[config.mk]
export PLATFORM = sky130hd
export DESIGN_NAME = spi_slave_byte_engine_flat
export DESIGN_NICKNAME = d
export VERILOG_FILES = /design/src/rtl/spi_slave_byte_engine_if.sv /design/src/rtl/spi_slave_byte_engine.sv /design/src/flat_wrapper.sv
export SDC_FILE = /design/constraint.sdc
export NUM_CORES = 1
export LEC_CHECK = 0
export CELL_PAD_IN_SITES_DETAIL_PLACEMENT = 0
export CELL_PAD_IN_SITES_GLOBAL_PLACEMENT = 1
export CORE_MARGIN = 10
export CORE_UTILIZATION = 41
export CTS_CLUSTER_SIZE = 40
export DETAILED_ROUTE_END_ITERATION = 16
export PLACE_DENSITY_LB_ADDON = 0.1
export SLEW_MARGIN = 15
export SYNTH_ARGS = -nofsm -noshare
export SYNTH_HDL_FRONTEND = slang
export SYNTH_SLANG_ARGS = --single-unit
[constraint.sdc]
create_clock -name clk -period 1.83 [get_ports clk]
set_input_delay 0.4575 -clock clk [delete_from_list [all_inputs] [get_ports clk]]
set_output_delay 0.4575 -clock clk [all_outputs]
set_load 0.05 [all_outputs]
[src/rtl/spi_slave_byte_engine_if.sv]
// Signal bundle between an SPI master, the byte engine and its upstream hoarder.
// Define SPI_BYTE_COUNT_EN to carry the byte_cnt status output.
interface spi_slave_byte_engine_if #(
  parameter int unsigned SPI_DATA_WIDTH = 8
);
  logic                      sclk;
  logic                      cs_n;
  logic                      mosi;
  logic                      miso;
  logic [SPI_DATA_WIDTH-1:0] data_in_byte;
  logic [SPI_DATA_WIDTH-1:0] data_out_byte;
  logic                      byte_valid;
  logic                      ready;
  logic                      flag_start;
`ifdef SPI_BYTE_COUNT_EN
  logic [7:0]                byte_cnt;

  modport slave (
    input  sclk, cs_n, mosi, data_in_byte,
    output miso, data_out_byte, byte_valid, ready, flag_start, byte_cnt
  );

  modport master (
    output sclk, cs_n, mosi, data_in_byte,
    input  miso, data_out_byte, byte_valid, ready, flag_start, byte_cnt
  );
`else
  modport slave (
    input  sclk, cs_n, mosi, data_in_byte,
    output miso, data_out_byte, byte_valid, ready, flag_start
  );

  modport master (
    output sclk, cs_n, mosi, data_in_byte,
    input  miso, data_out_byte, byte_valid, ready, flag_start
  );
`endif
endinterface

[src/rtl/spi_slave_byte_engine.sv]
// SPI mode-0 slave byte engine, MSB first, oversampled by clk (>= 8x sclk).
// Define SPI_BYTE_COUNT_EN to add a saturating per-transaction byte counter (byte_cnt).
module spi_slave_byte_engine #(
  parameter int unsigned SPI_DATA_WIDTH = 8,
  parameter int unsigned SYNC_STAGES    = 2
) (
  input logic                    clk,
  input logic                    rst,
  spi_slave_byte_engine_if.slave bus
);
  localparam int unsigned W    = SPI_DATA_WIDTH;
  localparam int unsigned CntW = $clog2(SPI_DATA_WIDTH) + 1;

  typedef enum logic [1:0] {StIdle, StLoad, StShift, StReload} state_e;

  logic [SYNC_STAGES-1:0] sclk_sync_q, mosi_sync_q, cs_n_sync_q;
  logic                   sclk_prev_q, cs_n_prev_q;
  logic                   sclk_s, mosi_s, cs_n_s;
  logic                   sclk_rise, sclk_fall, cs_fall;

  state_e         state_q, state_d;
  logic [W-1:0]   tx_shift_q, tx_shift_d;
  logic [W-1:0]   rx_shift_q, rx_shift_d;
  logic [W-1:0]   rx_next;
  logic [CntW-1:0] bit_cnt_q, bit_cnt_d, bit_cnt_inc;
  logic [W-1:0]   data_out_q, data_out_d;
  logic           byte_valid_q, byte_valid_d;
  logic           ready_q, ready_d;
  logic           flag_start_q, flag_start_d;
  logic           reload_q, reload_d;

  // cs_n chain resets low so a select already held low across reset is not
  // mistaken for a fresh falling edge; the master must deselect first.
  always_ff @(posedge clk) begin
    if (rst) begin
      sclk_sync_q <= '0;
      mosi_sync_q <= '0;
      cs_n_sync_q <= '0;
      sclk_prev_q <= 1'b0;
      cs_n_prev_q <= 1'b0;
    end else begin
      sclk_sync_q <= {sclk_sync_q[SYNC_STAGES-2:0], bus.sclk};
      mosi_sync_q <= {mosi_sync_q[SYNC_STAGES-2:0], bus.mosi};
      cs_n_sync_q <= {cs_n_sync_q[SYNC_STAGES-2:0], bus.cs_n};
      sclk_prev_q <= sclk_s;
      cs_n_prev_q <= cs_n_s;
    end
  end

  assign sclk_s      = sclk_sync_q[SYNC_STAGES-1];
  assign mosi_s      = mosi_sync_q[SYNC_STAGES-1];
  assign cs_n_s      = cs_n_sync_q[SYNC_STAGES-1];
  assign sclk_rise   = sclk_s & ~sclk_prev_q;
  assign sclk_fall   = ~sclk_s & sclk_prev_q;
  assign cs_fall     = cs_n_prev_q & ~cs_n_s;
  assign rx_next     = {rx_shift_q[W-2:0], mosi_s};
  assign bit_cnt_inc = bit_cnt_q + 1'b1;

  always_ff @(posedge clk) begin
    if (rst) begin
      state_q      <= StIdle;
      tx_shift_q   <= '0;
      rx_shift_q   <= '0;
      bit_cnt_q    <= '0;
      data_out_q   <= '0;
      byte_valid_q <= 1'b0;
      ready_q      <= 1'b0;
      flag_start_q <= 1'b0;
      reload_q     <= 1'b0;
    end else begin
      state_q      <= state_d;
      tx_shift_q   <= tx_shift_d;
      rx_shift_q   <= rx_shift_d;
      bit_cnt_q    <= bit_cnt_d;
      data_out_q   <= data_out_d;
      byte_valid_q <= byte_valid_d;
      ready_q      <= ready_d;
      flag_start_q <= flag_start_d;
      reload_q     <= reload_d;
    end
  end

  always_comb begin
    state_d      = state_q;
    tx_shift_d   = tx_shift_q;
    rx_shift_d   = rx_shift_q;
    bit_cnt_d    = bit_cnt_q;
    data_out_d   = data_out_q;
    byte_valid_d = 1'b0;
    ready_d      = ready_q;
    flag_start_d = flag_start_q;
    reload_d     = reload_q;

    unique case (state_q)
      StIdle: begin
        ready_d      = 1'b0;
        flag_start_d = 1'b0;
        if (cs_fall) state_d = StLoad;
      end
      StLoad: begin
        if (cs_n_s) begin
          state_d      = StIdle;
          flag_start_d = 1'b0;
        end else begin
          tx_shift_d   = bus.data_in_byte;
          flag_start_d = 1'b1;
          bit_cnt_d    = '0;
          state_d      = StShift;
        end
      end
      StShift: begin
        if (sclk_rise && bit_cnt_inc == CntW'(W)) begin
          // Completion takes priority over a coincident deselect.
          rx_shift_d   = rx_next;
          data_out_d   = rx_next;
          byte_valid_d = 1'b1;
          ready_d      = 1'b0;
          flag_start_d = 1'b0;
          bit_cnt_d    = '0;
          reload_d     = 1'b0;
          state_d      = cs_n_s ? StIdle : StReload;
        end else if (cs_n_s) begin
          ready_d      = 1'b0;
          flag_start_d = 1'b0;
          bit_cnt_d    = '0;
          state_d      = StIdle;
        end else if (sclk_rise) begin
          rx_shift_d = rx_next;
          bit_cnt_d  = bit_cnt_inc;
          ready_d    = 1'b1;
        end else if (sclk_fall && bit_cnt_q != '0 && bit_cnt_q < CntW'(W)) begin
          tx_shift_d = tx_shift_q << 1;
        end
      end
      StReload: begin
        if (cs_n_s) begin
          ready_d      = 1'b0;
          flag_start_d = 1'b0;
          bit_cnt_d    = '0;
          state_d      = StIdle;
        end else if (reload_q) begin
          // Second cycle: the hoarder has stepped to its next byte by now.
          tx_shift_d = bus.data_in_byte;
          reload_d   = 1'b0;
          state_d    = StShift;
        end else begin
          reload_d = 1'b1;
        end
      end
      default: state_d = StIdle;
    endcase
  end

  assign bus.miso          = (state_q == StIdle) ? 1'b0 : tx_shift_q[W-1];
  assign bus.data_out_byte = data_out_q;
  assign bus.byte_valid    = byte_valid_q;
  assign bus.ready         = ready_q;
  assign bus.flag_start    = flag_start_q;

`ifdef SPI_BYTE_COUNT_EN
  logic [7:0] byte_cnt_q;

  always_ff @(posedge clk) begin
    if (rst || state_q == StLoad) begin
      byte_cnt_q <= '0;
    end else if (byte_valid_q && byte_cnt_q != 8'hFF) begin
      byte_cnt_q <= byte_cnt_q + 8'd1;
    end
  end

  assign bus.byte_cnt = byte_cnt_q;
`endif
endmodule

[src/flat_wrapper.sv]
// flat-port wrapper written by rule: the top's interface ports become plain ports
module spi_slave_byte_engine_flat 
#(
  parameter int unsigned SPI_DATA_WIDTH = 8,
  parameter int unsigned SYNC_STAGES    = 2
)
  (clk, rst, bus_sclk, bus_cs_n, bus_mosi, bus_data_in_byte, bus_miso, bus_data_out_byte, bus_byte_valid, bus_ready, bus_flag_start);
  spi_slave_byte_engine_if #(.SPI_DATA_WIDTH(SPI_DATA_WIDTH)) bus_i ();
  input logic clk;
  input logic rst;
  input wire logic [$bits(bus_i.sclk)-1:0] bus_sclk;
  input wire logic [$bits(bus_i.cs_n)-1:0] bus_cs_n;
  input wire logic [$bits(bus_i.mosi)-1:0] bus_mosi;
  input wire logic [$bits(bus_i.data_in_byte)-1:0] bus_data_in_byte;
  output wire logic [$bits(bus_i.miso)-1:0] bus_miso;
  output wire logic [$bits(bus_i.data_out_byte)-1:0] bus_data_out_byte;
  output wire logic [$bits(bus_i.byte_valid)-1:0] bus_byte_valid;
  output wire logic [$bits(bus_i.ready)-1:0] bus_ready;
  output wire logic [$bits(bus_i.flag_start)-1:0] bus_flag_start;
  assign bus_i.sclk = bus_sclk;
  assign bus_i.cs_n = bus_cs_n;
  assign bus_i.mosi = bus_mosi;
  assign bus_i.data_in_byte = bus_data_in_byte;
  assign bus_miso = bus_i.miso;
  assign bus_data_out_byte = bus_i.data_out_byte;
  assign bus_byte_valid = bus_i.byte_valid;
  assign bus_ready = bus_i.ready;
  assign bus_flag_start = bus_i.flag_start;
  spi_slave_byte_engine #(.SPI_DATA_WIDTH(SPI_DATA_WIDTH), .SYNC_STAGES(SYNC_STAGES)) u_core (.clk(clk), .rst(rst), .bus(bus_i));
endmodule
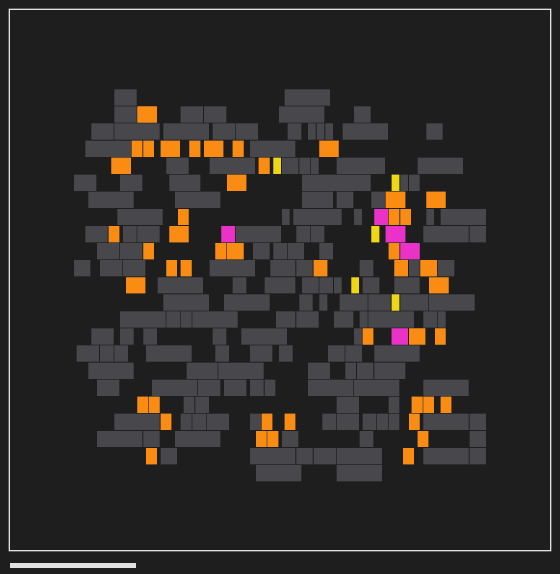
run_1/gates.png
Bar = 20 um.
[magenta] and/or cells | cells: 5
[yellow] inv cells | cells: 5
[orange] aoi and oai cells | cells: 46

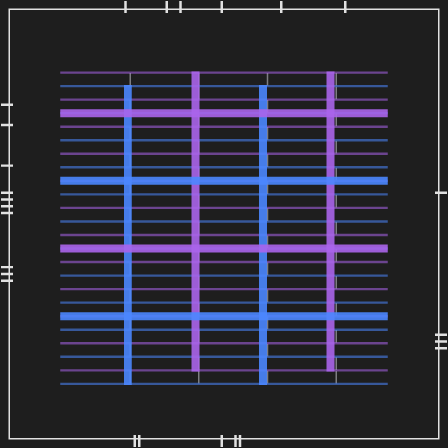
run_1/floorplan.png
Pins as bars on the die edge. Tap cells in grey.
[purple] VDD
[blue] VSS
tap cells: 50
met4 straps: 4
rows: 23
IR drop worst, VDD: 0.5102 mV
die boundary width: 86.02 um
vertical extent of the die: 86.02 um

==> reports/results.tsv, run 1 <==
stage	metric	value	unit
status	run_status	complete, no violations	
routing	dr_iter_0_viols	109	
finish	inverters_excl_clock	5	
yosys	logic_family	simple AND/OR/NAND/NOR gates	
finish	clock_network_contribution_to_total_cell_area	4.820	%
yosys	ys_seq_share	45.94	%
flow_run	warnings	27	
routing	ant_nets	0	
final_timing	post-route-min-period	1.668	ns
flow_run	max_cap_violations	0	
global_route	grt.busiest_layer	met2	
worst_setup_path	worst-setup-path-type	reg2out	
final_timing	number_of_pins_exceeding_their_max_slew_limit_in_the_final_report	0	
routing	met1Wirelength	1924	um
yosys	top_cell_area_share	45.94	%
routing	detailroute.via_count	1428	
power_and_ir_drop	power_frac_clock	40.8	%
clocking	post-cts-setup-buffers	0	
yosys	postSynthNetCount	205	
yosys	synth.cellmix.adderShare	1.401	%
power_and_ir_drop	power.density	786.4	nW/um^2
finish	logic_gates	129	
yosys	syn-instance-count	190	
worst_setup_path	cp-endpoint	bus_miso	
worst_setup_path	cp_max_fo	12	
worst_hold_path	hold_path_depth	1	
yosys	enable_flop_cells	0	
yosys	post_synth_main_area_contributors	sky130_fd_sc_hd__dfxtp_1, sky130_fd_sc_hd__mux2i_1, sky130_fd_sc_hd__a21oi_1	
global_route	globalRouteMet3Util	4.447	%
worst_setup_path	r2r-start	u_core.bit_cnt_q[0]	
final_timing	achievable-frequency	599.7	MHz
power_and_ir_drop	combPwrFrac	5.3	%
finish	number_of_sequential_storage_elements	41	
routing	top_layer	met4	
finish	n_antenna_cell	0	
worst_setup_path	critPathSlowestCell	sky130_fd_sc_hd__dfxtp_2	
finish	comb-cell-share	39.84	%
worst_hold_path	min_delay_worst_endpoint	u_core.sclk_sync_q[1]	
yosys	synth_compound_gate_area_share	18.42	%
floorplan	rows	23	
floorplan	chip_area	7399	um^2
finish	final_net_count	228	
finish	finish.cell_count_without_fillers	263	
floorplan	initial_utilization	43.42	%
power_and_ir_drop	power_frac_seq	53.9	%
finish	final_area	2155	um^2
yosys	xor_area_share	0	%
power_and_ir_drop	top_power_group	registers	
power_and_ir_drop	switching_power	0.0003457	W
worst_setup_path	cp.required	1.37	ns
finish	area.sequential	823.3	um^2
global_route	grtUsageMet2	15.48	%
worst_setup_path	worstSetupPathDepth	3	
global_route	grt_start_max_net_pins	44	
yosys	synth.cells.most_frequent	sky130_fd_sc_hd__dfxtp_1, sky130_fd_sc_hd__a21oi_1, sky130_fd_sc_hd__mux2i_1, sky130_fd_sc_hd__nand2b_1, sky130_fd_sc_hd__nor2b_1	
worst_setup_path	cp_slowest_stage_delay	0.44	ns
clocking	post_cts_hold_buffer_count	0	
worst_setup_path	reg_to_reg_slack_setup	0.19	ns
yosys	synth.yosys.chip_area	1787	um^2
finish	largest_cell_class	multi-input combinational cells	
routing	detail_route.drc_violations	0	
worst_setup_path	arrival	1.21	ns
clocking	cts_root_buf	sky130_fd_sc_hd__clkbuf_8	
power_and_ir_drop	power.leakage	0.8357	nW
power_and_ir_drop	power_combinational	0.0000899	W
worst_setup_path	worstSetupEndpointType	primary output	
global_route	groute.layer.met1.usage	14.00	%
worst_setup_path	startpoint_type	register	
finish	n_all_buffers	31	
clocking	ctsHtreeMaxLevel	2	
routing	routed-wl-met3	212	um
finish	number_of_filler_cells_placed_in_the_layout	379	
placed_design	placed_area	2048	um^2
yosys	synth-simple-area-share	19.82	%
yosys	netlist.top_cell.by_area	sky130_fd_sc_hd__dfxtp_1	
routing	drt-pass1-iter-count	4	
clocking	cts_repair_resize_count	0	
worst_hold_path	holdCritStartpoint	u_core.sclk_sync_q[0]	
routing	via_to_cell_ratio	5.430	
worst_hold_path	hp-class	reg2reg	
global_route	grt-ovfl-total	0	
power_and_ir_drop	power.internal	0.001349	W
yosys	ff_type	sky130_fd_sc_hd__dfxtp_1	
global_route	grt_first_pass_wirelength	6568	um
final_timing	worst_hold_check_slack	0.4427	ns
routing	routed_wl	3875	um
worst_setup_path	cp_top_family	flip-flops	
routing	detail_route.wl_per_cell	14.73	um
final_timing	finalHoldViolCount	0	
clocking	tritoncts_clock_tree	yes	
finish	area_delta_synth_final	20.59	%
final_timing	layout_worst_path_cycle_share	91.12	%
yosys	synth_top_cell_by_count	sky130_fd_sc_hd__dfxtp_1	
placed_design	detailedPlacementHpwl	2729	um
yosys	synth_warnings	0	
final_timing	final_setup_violation_count	0	
finish	layout_cell_share_with_drive_strength_beyond_1	15.49	%
worst_setup_path	critical_path.reg2reg.endpoint	u_core.tx_shift_q[1]	
yosys	post_synth_mux_area_share	8.403	%
finish	layout.area.comb	858.3	um^2
worst_setup_path	cp_num_buf_inv	1	
floorplan	floorplan.core_area	4115	um^2
power_and_ir_drop	power.total	0.001694	W
worst_setup_path	worst_reg_to_reg_path_cell_count	6	
floorplan	tapCellCount	50	
routing	met2_wirelength	1715	um
final_timing	max_slew_margin	66.98	%
placed_design	post-place-ws	0.1868	ns
yosys	netlist_area	1787	um^2
placed_design	io_buffer_count	24	
worst_setup_path	critPathLaunch	u_core.state_q[1]	
yosys	number_of_cells_in_the_yosys_synthesis_report	190	
finish	sh_seq_area	38.21	%
finish	mostFrequentLayoutCells	sky130_fd_sc_hd__dfxtp_1, sky130_fd_sc_hd__a21oi_1, sky130_fd_sc_hd__buf_4, sky130_fd_sc_hd__mux2i_1, sky130_fd_sc_hd__nand2b_1	
finish	final_util	52.36	%
yosys	post_synth.cell_area_avg	9.404	um^2
clocking	clockBufferDepth	2	
power_and_ir_drop	power.sequential.total	0.000913	W
clocking	clock-sinks	41	
yosys	synth.lib_cells_used.distinct	41	
global_route	initial_antenna_violation_count	0	
final_timing	post-route-worst-setup-slack	0.1625	ns
floorplan	io_pins	25	
global_route	first_global_vias	1382	
worst_setup_path	path_cells	nor2_1 > nor2b_1 > buf_12	
placed_design	gp_congestion	0.7695	
finish	layout.cells.most_common	sky130_fd_sc_hd__dfxtp_1	
global_route	tot_gr_track_use	10.74	%
final_timing	final.setup_skew	0.004716	ns
final_timing	setup_total_negative_slack	0	ns
final_timing	grt_setup_unrepaired	false	
finish	buffer_area_share	13.36	%
final_timing	max_slew.worst_pin.slew	0.4923	ns
clocking	clk_pin_slew_worst_paths	0.08	ns
power_and_ir_drop	switching_share	20.40	%
yosys	ys_async_sr_fraction	0	%
yosys	synth-seq-cells	41	
placed_design	place.detailed.instances	256	
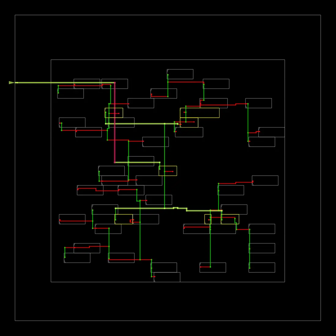
run_1/clock_nets.png
clock latency at the later pin of the worst-skew pair: 0.29 ns
total clock network power: 0.000692 W
clock tree buffer count of the final layout: 5
TritonCTS Buffers: 5

==> run 1 -> run 2 <==
CELL_PAD_IN_SITES_DETAIL_PLACEMENT = 2   (was 0)
CELL_PAD_IN_SITES_GLOBAL_PLACEMENT = 2   (was 1)
CORE_MARGIN = 2   (was 10)
CORE_UTILIZATION = 33   (was 41)
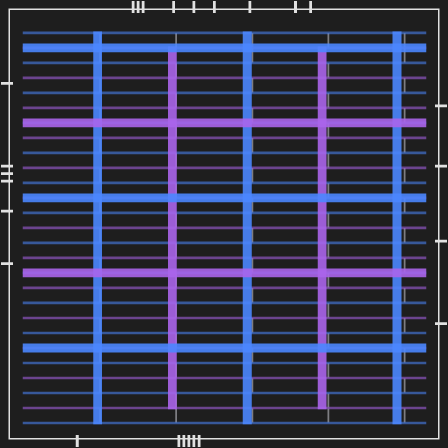
run_2/floorplan.png
Pins as bars on the die edge. Tap cells in grey.
IR drop worst, VDD: 0.3221 mV
die boundary width: 77.58 um

==> reports/results.tsv, run 2 <==
stage	metric	value	unit	change
status	run_status	complete, no violations		
finish	logic_gates	129		unchanged
yosys	postSynthNetCount	205		unchanged
final_timing	worst_hold_check_slack	0.4475	ns	+0.004823 ns
yosys	synth_top_cell_by_count	sky130_fd_sc_hd__dfxtp_1		
power_and_ir_drop	power.leakage	0.8239	nW	-1.4%
power_and_ir_drop	combPwrFrac	5.4	%	about the same
clocking	cts_root_buf	sky130_fd_sc_hd__clkbuf_8		
routing	detail_route.wl_per_cell	16.64	um	+13%
routing	top_layer	met4		
clocking	post_cts_hold_buffer_count	0		unchanged
worst_setup_path	startpoint_type	register		
yosys	post_synth_mux_area_share	8.403	%	unchanged
worst_hold_path	hold_path_depth	1		unchanged
floorplan	rows	26		+13%
worst_hold_path	hp-class	reg2reg		
worst_setup_path	cp_num_buf_inv	1		unchanged
worst_setup_path	critPathLaunch	u_core.state_q[0]		
placed_design	gp_congestion	0.7594		-1.3%
clocking	tritoncts_clock_tree	yes		
final_timing	number_of_pins_exceeding_their_max_slew_limit_in_the_final_report	0		unchanged
finish	area.sequential	823.3	um^2	unchanged
finish	sh_seq_area	37.84	%	-0.37 points
worst_setup_path	cp_max_fo	10		-2
yosys	synth.lib_cells_used.distinct	41		unchanged
clocking	clk_pin_slew_worst_paths	0.08	ns	about the same
final_timing	post-route-worst-setup-slack	0.1068	ns	-0.05566 ns
global_route	grt_first_pass_wirelength	7907	um	+20%
yosys	top_cell_area_share	45.94	%	unchanged
clocking	clockBufferDepth	2		unchanged
yosys	ys_seq_share	45.94	%	unchanged
yosys	netlist.top_cell.by_area	sky130_fd_sc_hd__dfxtp_1		
finish	num-clock-buffers	7		+2
placed_design	detailedPlacementHpwl	3278	um	+20%
yosys	synth-simple-area-share	19.82	%	unchanged
final_timing	achievable-frequency	580.3	MHz	-3.2%
final_timing	setup_total_negative_slack	0	ns	unchanged
flow_run	max_cap_violations	0		unchanged
final_timing	max_slew.worst_pin.slew	0.5165	ns	+0.02422 ns
yosys	synth_warnings	0		unchanged
power_and_ir_drop	switching_share	23.42	%	+3.0 points
routing	detail_route.drc_violations	0		unchanged
yosys	xor_area_share	0	%	unchanged
placed_design	io_buffer_count	24		unchanged
power_and_ir_drop	power.sequential.total	0.000913	W	about the same
global_route	grt-ovfl-total	0		unchanged
worst_setup_path	critical_path.reg2reg.endpoint	u_core.rx_shift_q[3]		
final_timing	grt_setup_unrepaired	false		
yosys	netlist_area	1787	um^2	unchanged
final_timing	layout_worst_path_cycle_share	94.16	%	+3.0 points
global_route	grtUsageMet2	28.45	%	+13 points
final_timing	post-route-min-period	1.723	ns	+0.05566 ns
worst_setup_path	cp_top_family	flip-flops		
power_and_ir_drop	power_frac_seq	53.8	%	about the same
worst_hold_path	holdCritStartpoint	u_core.mosi_sync_q[0]		
final_timing	final_setup_violation_count	0		unchanged
final_timing	final.setup_skew	0.003815	ns	-0.0009006 ns
yosys	synth-seq-cells	41		unchanged
global_route	grt.busiest_layer	met2		
finish	clock_network_contribution_to_total_cell_area	4.830	%	+0.010 points
floorplan	io_pins	25		unchanged
routing	met2_wirelength	2340	um	+36%
worst_setup_path	path_cells	nor2_1 > nor2b_1 > buf_12		
routing	ant_nets	0		unchanged
yosys	post_synth.cell_area_avg	9.404	um^2	unchanged
yosys	ys_async_sr_fraction	0	%	unchanged
finish	final_area	2176	um^2	+0.99%
worst_hold_path	min_delay_worst_endpoint	u_core.mosi_sync_q[1]		
finish	largest_cell_class	multi-input combinational cells		
clocking	post-cts-setup-buffers	0		unchanged
worst_setup_path	reg_to_reg_slack_setup	0.15	ns	-0.04 ns
floorplan	initial_utilization	34.54	%	-8.9 points
global_route	first_global_vias	1588		+15%
final_timing	finalHoldViolCount	0		unchanged
worst_setup_path	critPathSlowestCell	sky130_fd_sc_hd__dfxtp_2		
floorplan	floorplan.core_area	5172	um^2	+26%
worst_setup_path	worstSetupPathDepth	3		unchanged
flow_run	warnings	27		unchanged
worst_setup_path	worst-setup-path-type	reg2out		
power_and_ir_drop	power.total	0.001699	W	+0.26%
power_and_ir_drop	power.density	780.7	nW/um^2	-0.72%
clocking	clk_latency	0.30	ns	about the same
clocking	ctsHtreeMaxLevel	2		unchanged
power_and_ir_drop	power_frac_clock	40.8	%	about the same
yosys	synth_compound_gate_area_share	18.42	%	unchanged
clocking	cts_repair_resize_count	2		+2
finish	final_net_count	226		-0.88%
finish	n_all_buffers	29		-6.5%
placed_design	place.detailed.instances	274		+7.0%
finish	mostFrequentLayoutCells	sky130_fd_sc_hd__dfxtp_1, sky130_fd_sc_hd__a21oi_1, sky130_fd_sc_hd__mux2i_1, sky130_fd_sc_hd__buf_4, sky130_fd_sc_hd__nand2b_1		
placed_design	post-place-ws	0.1114	ns	-0.07543 ns
routing	drt-pass1-iter-count	4		unchanged
finish	inverters_excl_clock	5		unchanged
floorplan	chip_area	6019	um^2	-19%
yosys	syn-instance-count	190		unchanged
routing	routed-wl-met3	122	um	-42%
final_timing	max_slew_margin	65.35	%	-1.6 points
global_route	tot_gr_track_use	16.69	%	+5.9 points
yosys	number_of_cells_in_the_yosys_synthesis_report	190		unchanged
worst_setup_path	cp_slowest_stage_delay	0.46	ns	+0.02 ns
floorplan	tapCellCount	70		+40%
finish	final_util	42.07	%	-10 points
finish	number_of_filler_cells_placed_in_the_layout	582		+54%
routing	dr_iter_0_viols	55		-50%
yosys	synth.cells.most_frequent	sky130_fd_sc_hd__dfxtp_1, sky130_fd_sc_hd__a21oi_1, sky130_fd_sc_hd__mux2i_1, sky130_fd_sc_hd__nand2b_1, sky130_fd_sc_hd__nor2b_1		
finish	number_of_sequential_storage_elements	41		unchanged
routing	detailroute.via_count	1474		+3.2%
finish	buffer_area_share	12.54	%	-0.82 points
worst_setup_path	cp-endpoint	bus_miso		
yosys	synth.yosys.chip_area	1787	um^2	unchanged
clocking	clock-sinks	41		unchanged
routing	routed_wl	4693	um	+21%
power_and_ir_drop	top_power_group	registers		
worst_setup_path	cp.required	1.37	ns	about the same
power_and_ir_drop	power_combinational	0.0000920	W	+2.3%
yosys	enable_flop_cells	0		unchanged
worst_setup_path	worst_reg_to_reg_path_cell_count	4		-2
global_route	globalRouteMet3Util	3.721	%	-0.73 points
routing	via_to_cell_ratio	5.227		-3.7%
yosys	synth.cellmix.adderShare	1.401	%	unchanged
finish	area_delta_synth_final	21.78	%	
power_and_ir_drop	power.internal	0.001301	W	-3.5%
routing	met1Wirelength	2166	um	+13%
clocking	cts_inserted_buffers	5		unchanged
yosys	ff_type	sky130_fd_sc_hd__dfxtp_1		
global_route	initial_antenna_violation_count	0		unchanged
yosys	logic_family	simple AND/OR/NAND/NOR gates		
worst_setup_path	worstSetupEndpointType	primary output		
finish	n_antenna_cell	0		unchanged
global_route	groute.layer.met1.usage	20.76	%	+6.8 points
yosys	post_synth_main_area_contributors	sky130_fd_sc_hd__dfxtp_1, sky130_fd_sc_hd__mux2i_1, sky130_fd_sc_hd__a21oi_1		
power_and_ir_drop	clockNetworkPower	0.000693	W	about the same
global_route	grt_start_max_net_pins	44		unchanged
placed_design	placed_area	2058	um^2	+0.49%
power_and_ir_drop	switching_power	0.0003978	W	+15%
finish	layout_cell_share_with_drive_strength_beyond_1	15.09	%	-0.40 points
worst_setup_path	arrival	1.27	ns	+0.06 ns
finish	layout.area.comb	868.3	um^2	+1.2%
worst_setup_path	r2r-start	u_core.bit_cnt_q[3]		
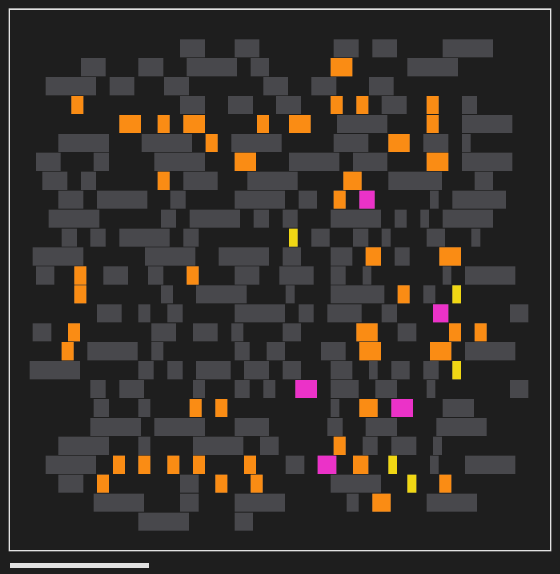
run_2/gates.png
Bar = 20 um.
non-filler cells in the finished layout: 282
most used logic cell in the final layout: sky130_fd_sc_hd__dfxtp_1
logic share of the area: 39.91%

==> run 2 -> run 3 <==
CAP_MARGIN = 40   (was default)
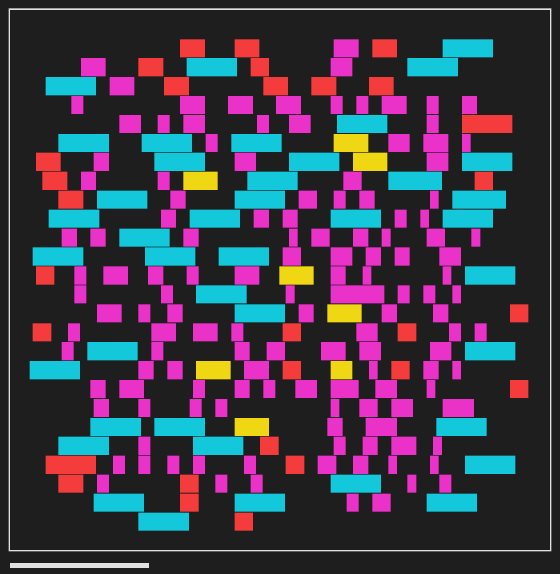
run_3/class_map.png
Bar = 20 um.
[red] remaining buffers and delay cells | cells: 29
[magenta] remaining logic cells | cells: 134
[yellow] clock drivers and dummy loads | cells: 8
[cyan] registers | cells: 41

==> reports/results.tsv, run 3 <==
stage	metric	value	unit	change
final_timing	post-route-min-period	1.723	ns	unchanged
final_timing	grt_setup_unrepaired	false		
final_timing	max_slew_margin	65.35	%	unchanged
worst_setup_path	cp_max_fo	10		unchanged
finish	finish.cell_count_without_fillers	282		unchanged
yosys	logic_family	simple AND/OR/NAND/NOR gates		
finish	logic_gates	129		unchanged
yosys	enable_flop_cells	0		unchanged
worst_setup_path	r2r-start	u_core.bit_cnt_q[3]		
yosys	syn-instance-count	190		unchanged
routing	dr_iter_0_viols	55		unchanged
finish	layout_cell_share_with_drive_strength_beyond_1	15.09	%	unchanged
yosys	post_synth.cell_area_avg	9.404	um^2	unchanged
global_route	initial_antenna_violation_count	0		unchanged
yosys	post_synth_main_area_contributors	sky130_fd_sc_hd__dfxtp_1, sky130_fd_sc_hd__mux2i_1, sky130_fd_sc_hd__a21oi_1		
finish	clock_network_contribution_to_total_cell_area	4.830	%	unchanged
worst_setup_path	cp-endpoint	bus_miso		
routing	routed_wl	4693	um	unchanged
yosys	top_cell_area_share	45.94	%	unchanged
finish	mostFrequentLayoutCells	sky130_fd_sc_hd__dfxtp_1, sky130_fd_sc_hd__a21oi_1, sky130_fd_sc_hd__mux2i_1, sky130_fd_sc_hd__buf_4, sky130_fd_sc_hd__nand2b_1		
power_and_ir_drop	power.density	780.7	nW/um^2	unchanged
routing	met2_wirelength	2340	um	unchanged
worst_setup_path	cp_top_family	flip-flops		
flow_run	max_cap_violations	0		unchanged
final_timing	finalHoldViolCount	0		unchanged
clocking	clk_pin_slew_worst_paths	0.08	ns	about the same
yosys	post_synth_mux_area_share	8.403	%	unchanged
floorplan	io_pins	25		unchanged
final_timing	final_setup_violation_count	0		unchanged
clocking	clockBufferDepth	2		unchanged
yosys	synth_top_cell_by_count	sky130_fd_sc_hd__dfxtp_1		
yosys	synth.cells.most_frequent	sky130_fd_sc_hd__dfxtp_1, sky130_fd_sc_hd__a21oi_1, sky130_fd_sc_hd__mux2i_1, sky130_fd_sc_hd__nand2b_1, sky130_fd_sc_hd__nor2b_1		
worst_hold_path	holdCritStartpoint	u_core.mosi_sync_q[0]		
worst_hold_path	hp-class	reg2reg		
finish	n_all_buffers	29		unchanged
yosys	postSynthNetCount	205		unchanged
final_timing	layout_worst_path_cycle_share	94.16	%	unchanged
power_and_ir_drop	power.internal	0.001301	W	unchanged
worst_setup_path	worst_reg_to_reg_path_cell_count	4		unchanged
yosys	synth.lib_cells_used.distinct	41		unchanged
yosys	synth-simple-area-share	19.82	%	unchanged
finish	area.sequential	823.3	um^2	unchanged
worst_setup_path	critPathLaunch	u_core.state_q[0]		
placed_design	detailedPlacementHpwl	3278	um	unchanged
power_and_ir_drop	power_frac_clock	40.8	%	about the same
final_timing	number_of_pins_exceeding_their_max_slew_limit_in_the_final_report	0		unchanged
final_timing	setup_total_negative_slack	0	ns	unchanged
power_and_ir_drop	clockNetworkPower	0.000693	W	about the same
placed_design	gp_congestion	0.7594		unchanged
flow_run	warnings	27		unchanged
finish	largest_cell_class	multi-input combinational cells		
yosys	ff_type	sky130_fd_sc_hd__dfxtp_1		
global_route	grt-ovfl-total	0		unchanged
finish	number_of_filler_cells_placed_in_the_layout	582		unchanged
worst_setup_path	worst-setup-path-type	reg2out		
finish	final_net_count	226		unchanged
finish	sh_seq_area	37.84	%	unchanged
power_and_ir_drop	switching_share	23.42	%	unchanged
yosys	synth_warnings	0		unchanged
worst_setup_path	critical_path.reg2reg.endpoint	u_core.rx_shift_q[3]		
final_timing	max_slew.worst_pin.slew	0.5165	ns	unchanged
yosys	synth_compound_gate_area_share	18.42	%	unchanged
worst_setup_path	critPathSlowestCell	sky130_fd_sc_hd__dfxtp_2		
worst_hold_path	hold_path_depth	1		unchanged
power_and_ir_drop	power.total	0.001699	W	unchanged
routing	via_to_cell_ratio	5.227		unchanged
clocking	post_cts_hold_buffer_count	0		unchanged
yosys	ys_seq_share	45.94	%	unchanged
routing	routed-wl-met3	122	um	unchanged
power_and_ir_drop	ir_worst_vdd	0.3221	mV	unchanged
power_and_ir_drop	switching_power	0.0003978	W	unchanged
floorplan	chip_area	6019	um^2	unchanged
clocking	cts_inserted_buffers	5		unchanged
floorplan	rows	26		unchanged
global_route	tot_gr_track_use	16.69	%	unchanged
worst_setup_path	cp_slowest_stage_delay	0.46	ns	about the same
yosys	synth-seq-cells	41		unchanged
finish	comb-cell-share	39.91	%	unchanged
power_and_ir_drop	top_power_group	registers		
power_and_ir_drop	combPwrFrac	5.4	%	about the same
placed_design	place.detailed.instances	274		unchanged
final_timing	post-route-worst-setup-slack	0.1068	ns	unchanged
worst_setup_path	cp.required	1.37	ns	about the same
global_route	globalRouteMet3Util	3.721	%	unchanged
worst_hold_path	min_delay_worst_endpoint	u_core.mosi_sync_q[1]		
floorplan	tapCellCount	70		unchanged
worst_setup_path	cp_num_buf_inv	1		unchanged
final_timing	worst_hold_check_slack	0.4475	ns	unchanged
placed_design	post-place-ws	0.1114	ns	unchanged
clocking	cts_root_buf	sky130_fd_sc_hd__clkbuf_8		
yosys	synth.cellmix.adderShare	1.401	%	unchanged
status	run_status	complete, no violations		
yosys	synth.yosys.chip_area	1787	um^2	unchanged
worst_setup_path	worstSetupEndpointType	primary output		
yosys	ys_async_sr_fraction	0	%	unchanged
floorplan	initial_utilization	34.54	%	unchanged
routing	detailroute.via_count	1474		unchanged
global_route	grt.busiest_layer	met2		
worst_setup_path	startpoint_type	register		
global_route	grtUsageMet2	28.45	%	unchanged
routing	detail_route.drc_violations	0		unchanged
clocking	cts_repair_resize_count	2		unchanged
finish	n_antenna_cell	0		unchanged
worst_setup_path	worstSetupPathDepth	3		unchanged
routing	drt-pass1-iter-count	4		unchanged
routing	met1Wirelength	2166	um	unchanged
power_and_ir_drop	power.sequential.total	0.000913	W	about the same
worst_setup_path	arrival	1.27	ns	about the same
power_and_ir_drop	power_frac_seq	53.8	%	about the same
finish	layout.area.comb	868.3	um^2	unchanged
finish	area_delta_synth_final	21.78	%	unchanged
yosys	number_of_cells_in_the_yosys_synthesis_report	190		unchanged
routing	ant_nets	0		unchanged
floorplan	die_width	77.58	um	unchanged
finish	final_util	42.07	%	unchanged
global_route	groute.layer.met1.usage	20.76	%	unchanged
routing	detail_route.wl_per_cell	16.64	um	unchanged
floorplan	floorplan.core_area	5172	um^2	unchanged
global_route	grt_first_pass_wirelength	7907	um	unchanged
yosys	xor_area_share	0	%	unchanged
global_route	first_global_vias	1588		unchanged
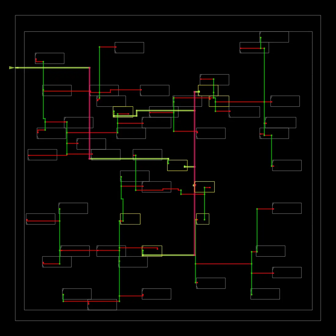
run_3/clock_nets.png
number of sequential storage elements: 41
clock latency at the later pin of the worst-skew pair: 0.30 ns
clk sink count: 41
final clock skew: 0.003815 ns
clock tree buffer count of the final layout: 7

Power is estimated from default activity; no workload was simulated.
